**src/rtl/uart_tx_fifo.sv**
```systemverilog
// UART transmitter with configurable baud ratio, frame format and a small write FIFO.
// Bit timing comes from a fractional accumulator, so tick spacing never drifts.
//
// state | meaning
// IDLE  | line high, accumulator held at zero, waiting for a queued word
// START | start bit (low) on the line
// DATA  | data bits shifting out, LSB first
// PAR   | parity bit on the line
// STOP  | stop bit(s) high; pops the next word on the final tick
module uart_tx_fifo #(
  parameter int CLK_HZ     = 68000000,
  parameter int BAUD       = 115200,
  parameter int DATA_BITS  = 8,
  parameter int PARITY     = 0,
  parameter int STOP_BITS  = 1,
  parameter int FIFO_DEPTH = 4
) (
  input  logic                               sys_clk_i,
  input  logic                               sys_rst_i,
  input  logic                               uart_wr_i,
  input  logic [DATA_BITS-1:0]               uart_dat_i,
  output logic                               uart_tx_o,
  output logic                               uart_busy_o,
  output logic                               uart_full_o,
  output logic [$clog2(FIFO_DEPTH+1)-1:0]    uart_lvl_o,
  output logic                               uart_ovf_o
);

  localparam int ACC_W = $clog2(CLK_HZ) + 1;
  localparam int PTR_W = $clog2(FIFO_DEPTH);
  localparam int LVL_W = $clog2(FIFO_DEPTH + 1);
  localparam int CNT_W = $clog2(DATA_BITS + 1);

  typedef enum logic [2:0] {S_IDLE, S_START, S_DATA, S_PAR, S_STOP} state_t;

  state_t                 state, state_nxt;
  logic [DATA_BITS-1:0]   mem [FIFO_DEPTH];
  logic [PTR_W-1:0]       wr_ptr, rd_ptr;
  logic [LVL_W-1:0]       lvl_nxt;
  logic                   push, pop, shift, not_empty;
  logic [DATA_BITS-1:0]   head, shreg;
  logic                   par_q, tx_nxt;
  logic [CNT_W-1:0]       bit_cnt;
  logic                   stop_cnt;
  logic [ACC_W-1:0]       acc, acc_sum;
  logic                   tick, last_bit, last_stop;

  // Full is the registered flag, so a pop in the same cycle never makes room.
  assign push      = uart_wr_i & ~uart_full_o;
  assign not_empty = (uart_lvl_o != '0);
  assign head      = mem[rd_ptr];

  always_comb begin
    lvl_nxt = uart_lvl_o;
    if (push && !pop)
      lvl_nxt = uart_lvl_o + LVL_W'(1);
    else if (!push && pop)
      lvl_nxt = uart_lvl_o - LVL_W'(1);
  end

  always_ff @(posedge sys_clk_i or posedge sys_rst_i) begin
    if (sys_rst_i) begin
      wr_ptr      <= '0;
      rd_ptr      <= '0;
      uart_lvl_o  <= '0;
      uart_full_o <= 1'b0;
      uart_ovf_o  <= 1'b0;
    end else begin
      if (push) wr_ptr <= wr_ptr + PTR_W'(1);
      if (pop)  rd_ptr <= rd_ptr + PTR_W'(1);
      uart_lvl_o  <= lvl_nxt;
      uart_full_o <= (lvl_nxt == LVL_W'(FIFO_DEPTH));
      if (uart_wr_i && uart_full_o) uart_ovf_o <= 1'b1;
    end
  end

  always_ff @(posedge sys_clk_i) begin
    if (push) mem[wr_ptr] <= uart_dat_i;
  end

  assign acc_sum = acc + ACC_W'(BAUD);
  assign tick    = (state != S_IDLE) && (acc_sum >= ACC_W'(CLK_HZ));

  always_ff @(posedge sys_clk_i or posedge sys_rst_i) begin
    if (sys_rst_i)
      acc <= '0;
    else if (state == S_IDLE || state_nxt == S_IDLE)
      acc <= '0;
    else if (tick)
      acc <= acc_sum - ACC_W'(CLK_HZ);
    else
      acc <= acc_sum;
  end

  assign last_bit  = (bit_cnt == CNT_W'(DATA_BITS));
  assign last_stop = (stop_cnt == 1'(STOP_BITS - 1));

  always_ff @(posedge sys_clk_i or posedge sys_rst_i) begin
    if (sys_rst_i) state <= S_IDLE;
    else           state <= state_nxt;
  end

  always_comb begin
    state_nxt = state;
    case (state)
      S_IDLE:  if (not_empty) state_nxt = S_START;
      S_START: if (tick) state_nxt = S_DATA;
      S_DATA:  if (tick && last_bit) state_nxt = (PARITY != 0) ? S_PAR : S_STOP;
      S_PAR:   if (tick) state_nxt = S_STOP;
      S_STOP:  if (tick && last_stop) state_nxt = not_empty ? S_START : S_IDLE;
      default: state_nxt = S_IDLE;
    endcase
  end

  always_comb begin
    pop    = 1'b0;
    shift  = 1'b0;
    tx_nxt = uart_tx_o;
    case (state)
      S_IDLE: if (not_empty) begin
        pop    = 1'b1;
        tx_nxt = 1'b0;
      end
      S_START: if (tick) begin
        tx_nxt = shreg[0];
        shift  = 1'b1;
      end
      S_DATA: if (tick) begin
        if (last_bit) begin
          tx_nxt = (PARITY != 0) ? par_q : 1'b1;
        end else begin
          tx_nxt = shreg[0];
          shift  = 1'b1;
        end
      end
      S_PAR: if (tick) tx_nxt = 1'b1;
      S_STOP: if (tick && last_stop) begin
        pop    = not_empty;
        tx_nxt = ~not_empty;
      end
      default: tx_nxt = 1'b1;
    endcase
  end

  always_ff @(posedge sys_clk_i or posedge sys_rst_i) begin
    if (sys_rst_i) begin
      uart_tx_o <= 1'b1;
      shreg     <= '0;
      par_q     <= 1'b0;
      bit_cnt   <= '0;
      stop_cnt  <= 1'b0;
    end else begin
      uart_tx_o <= tx_nxt;
      if (pop) begin
        shreg   <= head;
        par_q   <= (^head) ^ 1'(PARITY == 1);
        bit_cnt <= '0;
      end else if (shift) begin
        shreg   <= shreg >> 1;
        bit_cnt <= bit_cnt + CNT_W'(1);
      end
      if (state != S_STOP) stop_cnt <= 1'b0;
      else if (tick)       stop_cnt <= stop_cnt + 1'b1;
    end
  end

  assign uart_busy_o = (state != S_IDLE) | not_empty;

endmodule

```
**config.mk**
```make
export PLATFORM = sky130hd
export DESIGN_NAME = uart_tx_fifo
export DESIGN_NICKNAME = d
export VERILOG_FILES = /design/src/rtl/uart_tx_fifo.sv
export SDC_FILE = /design/constraint.sdc
export NUM_CORES = 1
export LEC_CHECK = 0
export CORE_MARGIN = 4
export CORE_UTILIZATION = 56
export DETAILED_ROUTE_END_ITERATION = 12
export PLACE_DENSITY = 0.85
export SLEW_MARGIN = 25
export SYNTH_ARGS = -nofsm -noshare
export SYNTH_HDL_FRONTEND = slang
export SYNTH_SLANG_ARGS = --single-unit
```
**constraint.sdc**
```tcl
create_clock -name sys_clk_i -period 3.7 [get_ports sys_clk_i]
set_clock_uncertainty 0.05 [all_clocks]
set_input_delay 0.555 -clock sys_clk_i [delete_from_list [all_inputs] [get_ports sys_clk_i]]
set_output_delay 0.555 -clock sys_clk_i [all_outputs]
set_load 0.02 [all_outputs]
```
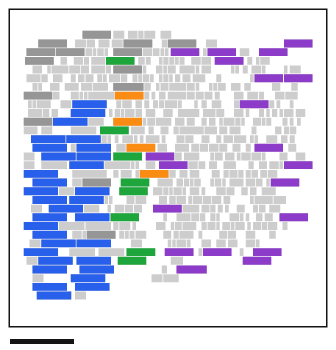
Figure 1: sequential cells colored by netlist name.
Scale bar: 20 um. Other sequential cells in the stronger gray, the rest of the logic in the fainter gray.
color	netlist name	sequential cells
green	shreg	8
blue	mem	32
purple	acc	20
orange	bit_cnt	4
not colored	14
Seq group: 1400 uW
sequential cell area share: 0.415
Seq. cell area: 0.00211 mm2
Final Util: 0.646

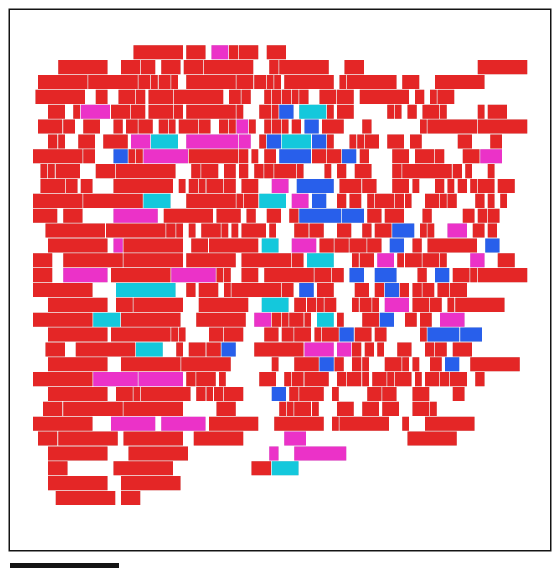
Figure 2: cells by drive strength.
Scale bar: 20 um.
color	size	cells	share
red	_0 and _1 cells	392	85%
blue	_3 and _4 cells	27	5.8%
cyan	_6 and larger	13	2.8%
magenta	_2 cells	30	6.5%
Finished Cell Area: 0.00510 mm2
Non-CTS buffers: 35
final setup margin: 0.186 ns

==> results_slide.txt <==
Key Metrics from the Run

Drt
  • Final wirelength: roughly 9.3 mm
  • Antenna-violating nets left: 0
  • Routed wire per std cell: around 17 um

Clock tree
  • H-tree Lvls: 3
  • Clk root buf: clkbuf_8
  • Cts hold-fix bufs: 0

Die
  • Die Span X: between 90 and 100 um
  • Boundary pin count: 18
  • Fp_density: 0.586
  • Tapcells: a little over 100
  • Die area: between 0.009 and 0.01 mm2

Yosys
  • Mux area share: 0.0660
  • Synth top cell by count: nor2_1
  • Yosys stat cell total: between 400 and 500
  • Synth area leaders: dfrtp_1 (24%), edfxtp_1 (21%), xnor2_1 (4.5%)
  • Syn Nets: approximately 460

STA
  • Final hold slack: around 0.44 ns
  • Max-slew violations: 0
  • RSZ-0062 raised after global routing: false
  • Worst Max-Slew Pin Slew: ~0.8 ns
  • Final hold vios: 0

Global route
  • First-pass GRT wire length: 15.8 mm
  • Number of global-route vias before repair: around 3.3k
  • Most used routing layer in global routing: met2
  • Antenna violations before repair: 0

Run status
  • Status: finished clean

Worst setup path
  • Crit path to: acc[12]
  • WP depth: 10
  • Max stage delay on crit path: approximately 0.56 ns
  • WP data arrival: between 3 and 4 ns

Finish
  • Max reg flops: 32
  • Fill cells: 608
  • CLK BUF: 10
  • Most frequent cells in the layout: nor2_1 (47), dfrtp_1 (44), edfxtp_1 (32), nand2_1 (30), xnor2_1 (24)
  • Fraction of area in multi-input gates: 0.449
  • Top reg by flops: mem
  • NumNets Final: 481
  • Largest registers: mem x32, acc x20, shreg x8

Job
  • Stage-log warning count: 34
  • Max_cap viols: 0

Placed design
  • Placed cells: ~550

Pwr
  • Part of the power in registers: 0.390

Hold path
  • Min-Delay Endpoint: uart_ovf_o
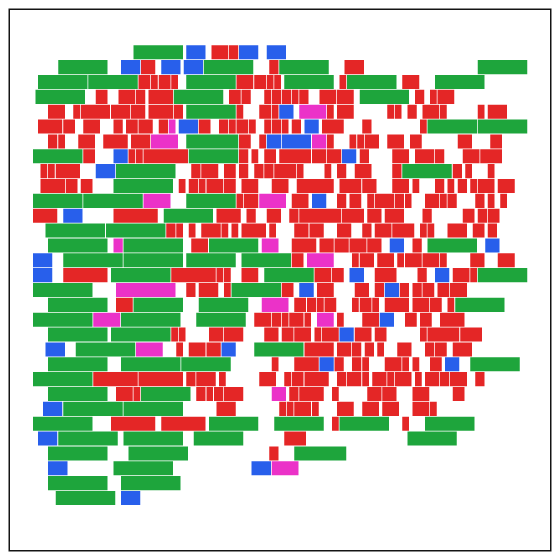
Figure 3: placed cells, one color a class.
color	class	cells	share of their area
red	combinational and other logic	333	47%
blue	other buffers and delay cells	35	6.3%
magenta	clock drivers and dummy loads	16	3.9%
green	flops	78	43%
# rows: 32
core area: 0.00789 mm2

No activity file was given, so power comes from the tool's default toggle rates.
